==> config.mk <==
export PLATFORM = sky130hd
export DESIGN_NAME = data_mem_responder
export DESIGN_NICKNAME = d
export VERILOG_FILES = /design/src/rtl/dmem_pkg.sv /design/src/rtl/dmem_array.sv /design/src/rtl/data_mem_responder.sv
export SDC_FILE = /design/constraint.sdc
export NUM_CORES = 2
export LEC_CHECK = 0
export CAP_MARGIN = 20
export CELL_PAD_IN_SITES_DETAIL_PLACEMENT = 1
export CELL_PAD_IN_SITES_GLOBAL_PLACEMENT = 2
export CORE_ASPECT_RATIO = 1.75
export CORE_MARGIN = 1
export CORE_UTILIZATION = 48
export CTS_BUF_LIST = sky130_fd_sc_hd__clkbuf_16
export CTS_CLUSTER_DIAMETER = 50
export DETAILED_ROUTE_END_ITERATION = 8
export PLACE_DENSITY = 0.78
export SLEW_MARGIN = 20
export SYNTH_ARGS = -nofsm -noshare
export SYNTH_HDL_FRONTEND = slang
export SYNTH_SLANG_ARGS = --single-unit
export TNS_END_PERCENT = 20
==> constraint.sdc <==
create_clock -name clk -period 3.2 [get_ports clk]
set_clock_uncertainty 0.05 [all_clocks]
set_input_delay 0.64 -clock clk [delete_from_list [all_inputs] [get_ports clk]]
set_output_delay 0.64 -clock clk [all_outputs]
set_load 0.02 [all_outputs]
==> src/rtl/dmem_pkg.sv <==
// Shared defaults and FSM state encoding for the data-memory responder.
package dmem_pkg;

    localparam int ADDR_W_DEF = 8;
    localparam int DATA_W_DEF = 8;

    typedef enum logic [1:0] {
        IDLE = 2'd0,
        WAIT = 2'd1,
        RESP = 2'd2
    } dmem_state_t;

endpackage

==> src/rtl/dmem_array.sv <==
// Data storage: synchronous write, combinational read, async clear.
module dmem_array
    import dmem_pkg::*;
#(
    parameter int DATA_W = DATA_W_DEF,
    parameter int DEPTH  = 256,
    parameter int IDX_W  = (DEPTH > 1) ? $clog2(DEPTH) : 1
) (
    input  logic              clk,
    input  logic              rst_n,
    input  logic              we_i,
    input  logic [IDX_W-1:0]  addr_i,
    input  logic [DATA_W-1:0] wdata_i,
    output logic [DATA_W-1:0] rdata_o
);

    logic [DATA_W-1:0] mem_q [DEPTH];

    always_ff @(posedge clk or negedge rst_n) begin
        if (!rst_n) begin
            for (int i = 0; i < DEPTH; i++) begin
                mem_q[i] <= '0;
            end
        end else if (we_i) begin
            mem_q[addr_i] <= wdata_i;
        end
    end

    assign rdata_o = mem_q[addr_i];

endmodule

==> src/rtl/data_mem_responder.sv <==
// CPU data-memory responder: one outstanding lw/sw with fixed access latency.
module data_mem_responder
    import dmem_pkg::*;
#(
    parameter int ADDR_W  = ADDR_W_DEF,
    parameter int DATA_W  = DATA_W_DEF,
    parameter int DEPTH   = 256,
    parameter int LATENCY = 2,
    parameter int CNT_W   = 16
) (
    input  logic              clk,
    input  logic              rst_n,
    input  logic              req_valid,
    output logic              req_ready,
    input  logic              req_write,
    input  logic [ADDR_W-1:0] req_addr,
    input  logic [DATA_W-1:0] req_wdata,
    output logic              rsp_valid,
    input  logic              rsp_ready,
    output logic [DATA_W-1:0] rsp_rdata,
    output logic              rsp_err,
    output logic [CNT_W-1:0]  rd_count,
    output logic [CNT_W-1:0]  wr_count
);

    localparam int IDX_W = (DEPTH > 1) ? $clog2(DEPTH) : 1;
    localparam int LAT_W = (LATENCY > 1) ? $clog2(LATENCY) : 1;
    localparam logic [ADDR_W:0] DEPTH_L = (ADDR_W + 1)'(DEPTH);

    dmem_state_t       state_q, state_d;
    logic              write_q, write_d;
    logic [ADDR_W-1:0] addr_q, addr_d;
    logic [DATA_W-1:0] wdata_q, wdata_d;
    logic [LAT_W-1:0]  cnt_q, cnt_d;
    logic [DATA_W-1:0] rdata_q, rdata_d;
    logic              err_q, err_d;
    logic [CNT_W-1:0]  rd_cnt_q, rd_cnt_d;
    logic [CNT_W-1:0]  wr_cnt_q, wr_cnt_d;

    logic              in_range;
    logic              mem_we;
    logic [DATA_W-1:0] mem_rdata;

    assign in_range = ({1'b0, addr_q} < DEPTH_L);

    dmem_array #(
        .DATA_W (DATA_W),
        .DEPTH  (DEPTH),
        .IDX_W  (IDX_W)
    ) u_array (
        .clk     (clk),
        .rst_n   (rst_n),
        .we_i    (mem_we),
        .addr_i  (addr_q[IDX_W-1:0]),
        .wdata_i (wdata_q),
        .rdata_o (mem_rdata)
    );

    always_comb begin
        state_d  = state_q;
        write_d  = write_q;
        addr_d   = addr_q;
        wdata_d  = wdata_q;
        cnt_d    = cnt_q;
        rdata_d  = rdata_q;
        err_d    = err_q;
        rd_cnt_d = rd_cnt_q;
        wr_cnt_d = wr_cnt_q;
        mem_we   = 1'b0;
        unique case (state_q)
            IDLE: begin
                if (req_valid) begin
                    write_d = req_write;
                    addr_d  = req_addr;
                    wdata_d = req_wdata;
                    cnt_d   = LAT_W'(LATENCY - 1);
                    state_d = WAIT;
                end
            end
            WAIT: begin
                if (cnt_q == '0) begin
                    state_d = RESP;
                    err_d   = !in_range;
                    rdata_d = '0;
                    if (write_q) begin
                        mem_we = in_range;
                        if (wr_cnt_q != '1) wr_cnt_d = wr_cnt_q + CNT_W'(1);
                    end else begin
                        if (in_range) rdata_d = mem_rdata;
                        if (rd_cnt_q != '1) rd_cnt_d = rd_cnt_q + CNT_W'(1);
                    end
                end else begin
                    cnt_d = cnt_q - LAT_W'(1);
                end
            end
            RESP: begin
                // Completion edge never accepts; CPU sees req_ready next cycle
                if (rsp_ready) begin
                    state_d = IDLE;
                    rdata_d = '0;
                    err_d   = 1'b0;
                end
            end
            default: state_d = IDLE;
        endcase
    end

    always_ff @(posedge clk or negedge rst_n) begin
        if (!rst_n) begin
            state_q  <= IDLE;
            write_q  <= 1'b0;
            addr_q   <= '0;
            wdata_q  <= '0;
            cnt_q    <= '0;
            rdata_q  <= '0;
            err_q    <= 1'b0;
            rd_cnt_q <= '0;
            wr_cnt_q <= '0;
        end else begin
            state_q  <= state_d;
            write_q  <= write_d;
            addr_q   <= addr_d;
            wdata_q  <= wdata_d;
            cnt_q    <= cnt_d;
            rdata_q  <= rdata_d;
            err_q    <= err_d;
            rd_cnt_q <= rd_cnt_d;
            wr_cnt_q <= wr_cnt_d;
        end
    end

    assign req_ready = (state_q == IDLE);
    assign rsp_valid = (state_q == RESP);
    assign rsp_rdata = rdata_q;
    assign rsp_err   = err_q;
    assign rd_count  = rd_cnt_q;
    assign wr_count  = wr_cnt_q;

endmodule

==> impl_metrics.env <==
# source this file to load flow results
export IMPL_use_met2=0.517
export IMPL_ff_type="dfrtp_1"
export IMPL_gp_routability_congestion=0.871
export IMPL_swShare=0.363
export IMPL_top_register="u_array.mem_q"
export IMPL_overflow=0
export IMPL_yosys_top_cells_area="dfrtp_1, mux2_2, mux4_2"
export IMPL_area_growth_pct=14.3
export IMPL_drtAntennaViolNets=0
export IMPL_bufAreaShareNonClock=0.0540
export IMPL_hold_class="input port to flop"
export IMPL_pwr_share_clk=0.289
export IMPL_topRoutingLayerUsed="met4"
export IMPL_cts_buffer_depth=4
export IMPL_design_area_um2=110000
export IMPL_wl_met2_um=154000
export IMPL_flops=2108
export IMPL_hold_viol=0
export IMPL_timing_rr_end="rsp_rdata[0]"
export IMPL_endpoint_kind="flop"
export IMPL_fp_util=0.482
export IMPL_route_layer_met1_wl_um=113000
export IMPL_ys_sh_simple=0.0348
export IMPL_top_power_group="registers"
export IMPL_holdPathStages=2
export IMPL_cp_data_required_time_ns=3.91
export IMPL_largest_reg_flops=2048
export IMPL_crit_path_max_incr_delay_ns=0.52
export IMPL_slew_violations=0
export IMPL_drive_gt1_frac=0.405
export IMPL_p_seq_w=0.0318
export IMPL_layout_top_cell="dfrtp_1"
export IMPL_port_buffers=62
export IMPL_criticalPathCategory="flop to flop"
export IMPL_common_cells="dfrtp_1, mux2_2, mux2_1, mux4_2, clkbuf_1"
export IMPL_post_route_min_period_ns=3.22
export IMPL_grt_pass1_wl_um=446000
export IMPL_comb_power_w=0.0256
export IMPL_yosysTopAreaCell="dfrtp_1"
export IMPL_synthArstFlopShare=1.00
export IMPL_cp_num_buf_inv=6
export IMPL_ys_area_um2=96300
export IMPL_ys_flops=2108
export IMPL_top_area_frac=0.548
export IMPL_slowest_stage="dfrtp_4"
export IMPL_drt_total_wl_um=293000
export IMPL_clk_latency_ns=0.87
export IMPL_clk_pin_slew_ns=0.07
export IMPL_switchingPower_w=0.0293
export IMPL_vias_per_cell=6.12
export IMPL_ys_cells=6349
export IMPL_cts_resized_gates=36
export IMPL_totalPowerFinal_w=0.0808
export IMPL_critPathLaunchType="flop"
export IMPL_warnings=30
export IMPL_violations="negative setup slack"
export IMPL_dieWidth_um=341
export IMPL_dp_cells=9028
export IMPL_fin_ws_ns=-0.0227
export IMPL_ys_sh_aoi=0.0270
export IMPL_dieArea_um2=202000
export IMPL_cts_buffers=206
export IMPL_fp_row_count=217
export IMPL_arrival_ns=3.94
export IMPL_sh_comb_area=0.379
export IMPL_worstReg2RegStart="addr_q[0]"
export IMPL_first_pass_iters=5
export IMPL_syn_area_per_cell_um2=15.2
export IMPL_grt_max_degree=116
export IMPL_post_cts_setup_buffer_count=14
export IMPL_dieHeight_um=594
export IMPL_p_int_w=0.0515
export IMPL_ys_seq_share=0.548
export IMPL_power_density_nw_per_um2=734
export IMPL_max_freq_ghz=0.310
export IMPL_antenna_found_initial=3
export IMPL_timing_hold_ws_ns=0.340
export IMPL_place_hpwl_um=199000
export IMPL_first_iter_violations=3270
export IMPL_seqCellArea_um2=52800
export IMPL_edf_count=0
export IMPL_cp_startpoint="addr_q[0]"
export IMPL_crit_chain="buf_12 -> buf_16 -> buf_16 -> buf_4 -> mux4_2 -> a22oi_1 -> nand2_1 -> nand2_1 -> nand4_1 -> buf_4 -> a32oi_2 -> buf_6 -> o21ai_1"
export IMPL_rsz0062_at_grt="yes"
export IMPL_place_area_um2=103000
export IMPL_clkbuf_count=209
export IMPL_reg2regPathDepth=13
export IMPL_syn_inst=6349
export IMPL_nNetsFinal=6655
export IMPL_io_pin_count=64
export IMPL_worstMarginPinSlew_ns=1.16
export IMPL_outcome="finished with violations"
export IMPL_seq_share=0.480
export IMPL_top_area_cell_class="registers"
export IMPL_setup_violations_final=2
export IMPL_comb_power_share=0.317
export IMPL_comb_area_um2=41700
export IMPL_floorplan_nets=6372
export IMPL_ys_types=65
export IMPL_cpLargestDelayFamily="buffers and inverters"
export IMPL_fin_cells=9413
export IMPL_gr_usage_all_layers=0.296
export IMPL_drc_errors=0
export IMPL_worstHoldStart="rsp_ready"
export IMPL_pwr_group_clock_w=0.0233
export IMPL_yosysMostFrequentCell="dfrtp_1"
export IMPL_holdBufCountCts=1
export IMPL_n_all_inverters=8
export IMPL_setup_tns_ns=-0.0353
export IMPL_cts_root_buf="clkbuf_16"
export IMPL_regToRegSetupSlack_ns=-0.02
export IMPL_grt_pass1_vias=64600
export IMPL_p_seq_frac=0.394
export IMPL_critPathCapture="rsp_rdata[0]"
export IMPL_worstPathMaxFanout=10
export IMPL_multi_input_comb_cells=3762
export IMPL_num_nonclk_buffers=546
export IMPL_min_to="state_q[1]"
export IMPL_synth_area_um2=96300
export IMPL_clock_cell_area_share=0.0567
export IMPL_n_fill_cell=18500
export IMPL_coreArea_um2=200000
export IMPL_maxCapViolations=0
export IMPL_nWellTaps=2628
export IMPL_vias=57600
Figure 1. Selected gate families.
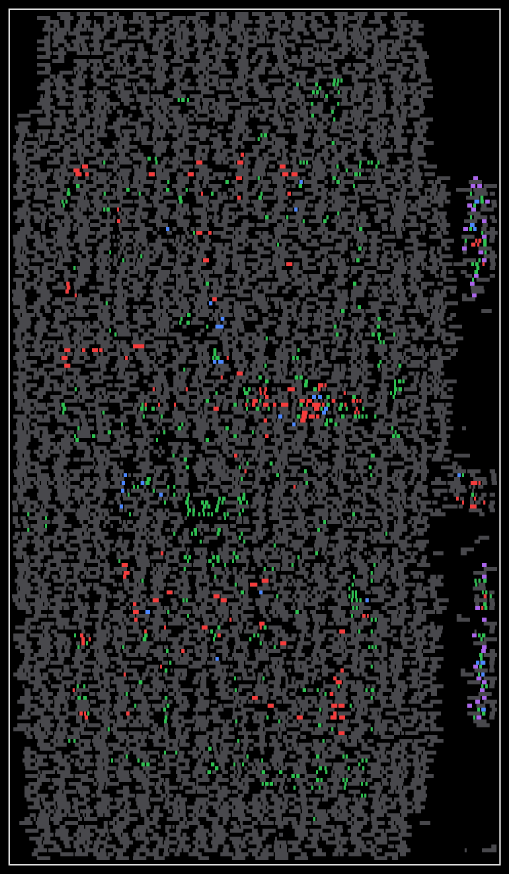
Key: XOR/XNOR gates = purple [cells 30, most used xnor2_1]; NAND gates = green [cells 465, most used nand2_1]; NOR gates = red [cells 147, most used nor2_1]; AND and OR gates = blue [cells 32, most used and3_1]

Figure 2. Routing congestion map.
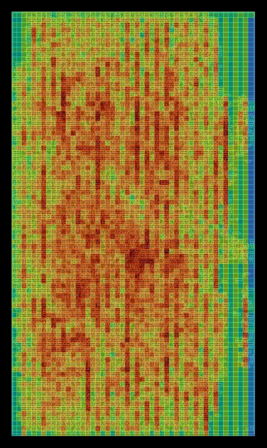
met3 Resource Use GR: 0.0321
final core utilization: 0.551
Avg WL per Cell: 31.1 um
GR Util met1: 0.364
most used routing layer: met2

Figure 3. Routed clock nets over the placement.
Scale bar: 100 um.
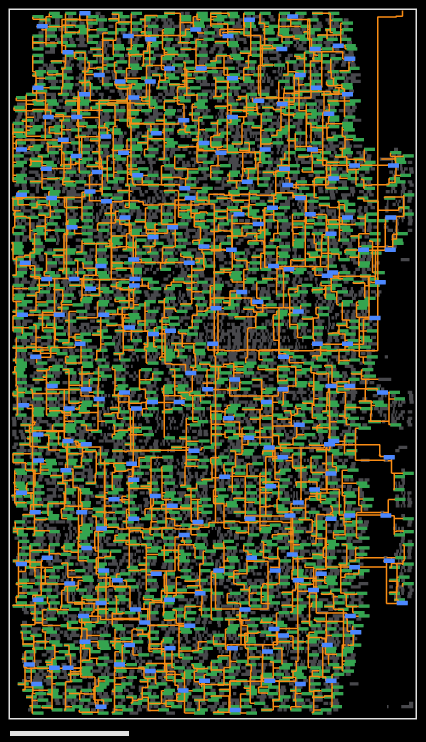
Key: clock wires = orange [length 27.0 mm]; flip-flops = green [count 2,108]; cells driving clock nets = blue [count 206]
Position of the flops: spread over the die. There are 207 routed clock nets.

Figure 4. Placed cells, one colour a class.
Scale bar: 100 um.
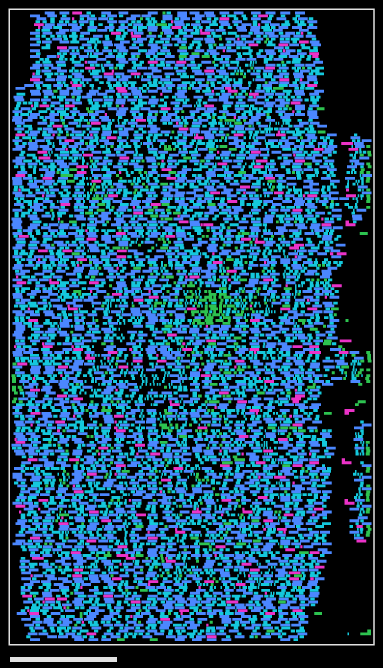
Key: all other logic = cyan [cells 3,770, share of their area 39%]; other buffers and delay cells = green [cells 546, share of their area 5.6%]; clock drivers and dummy loads = magenta [cells 360, share of their area 5.8%]; flip-flops = blue [cells 2,108, share of their area 49%]

Figure 5. Register map, names as in the netlist.
Scale bar: 100 um. Other sequential cells in the stronger grey, the rest of the logic in the fainter grey.
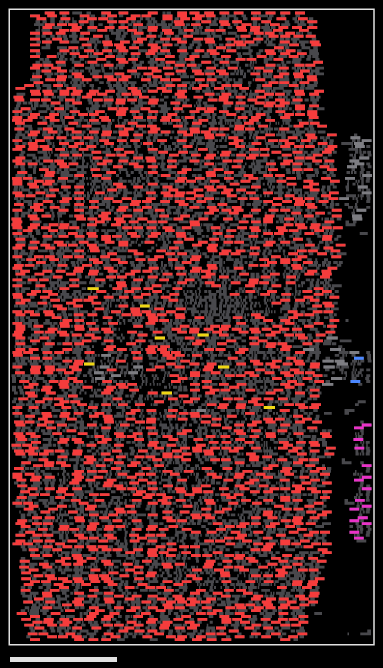
Key: `addr_q` = yellow [placed flops 8]; `u_array.mem_q` = red [placed flops 2,048, where spread over the die]; `state_q` = blue [placed flops 2]; `rd_count` = magenta [placed flops 16, where lower right]

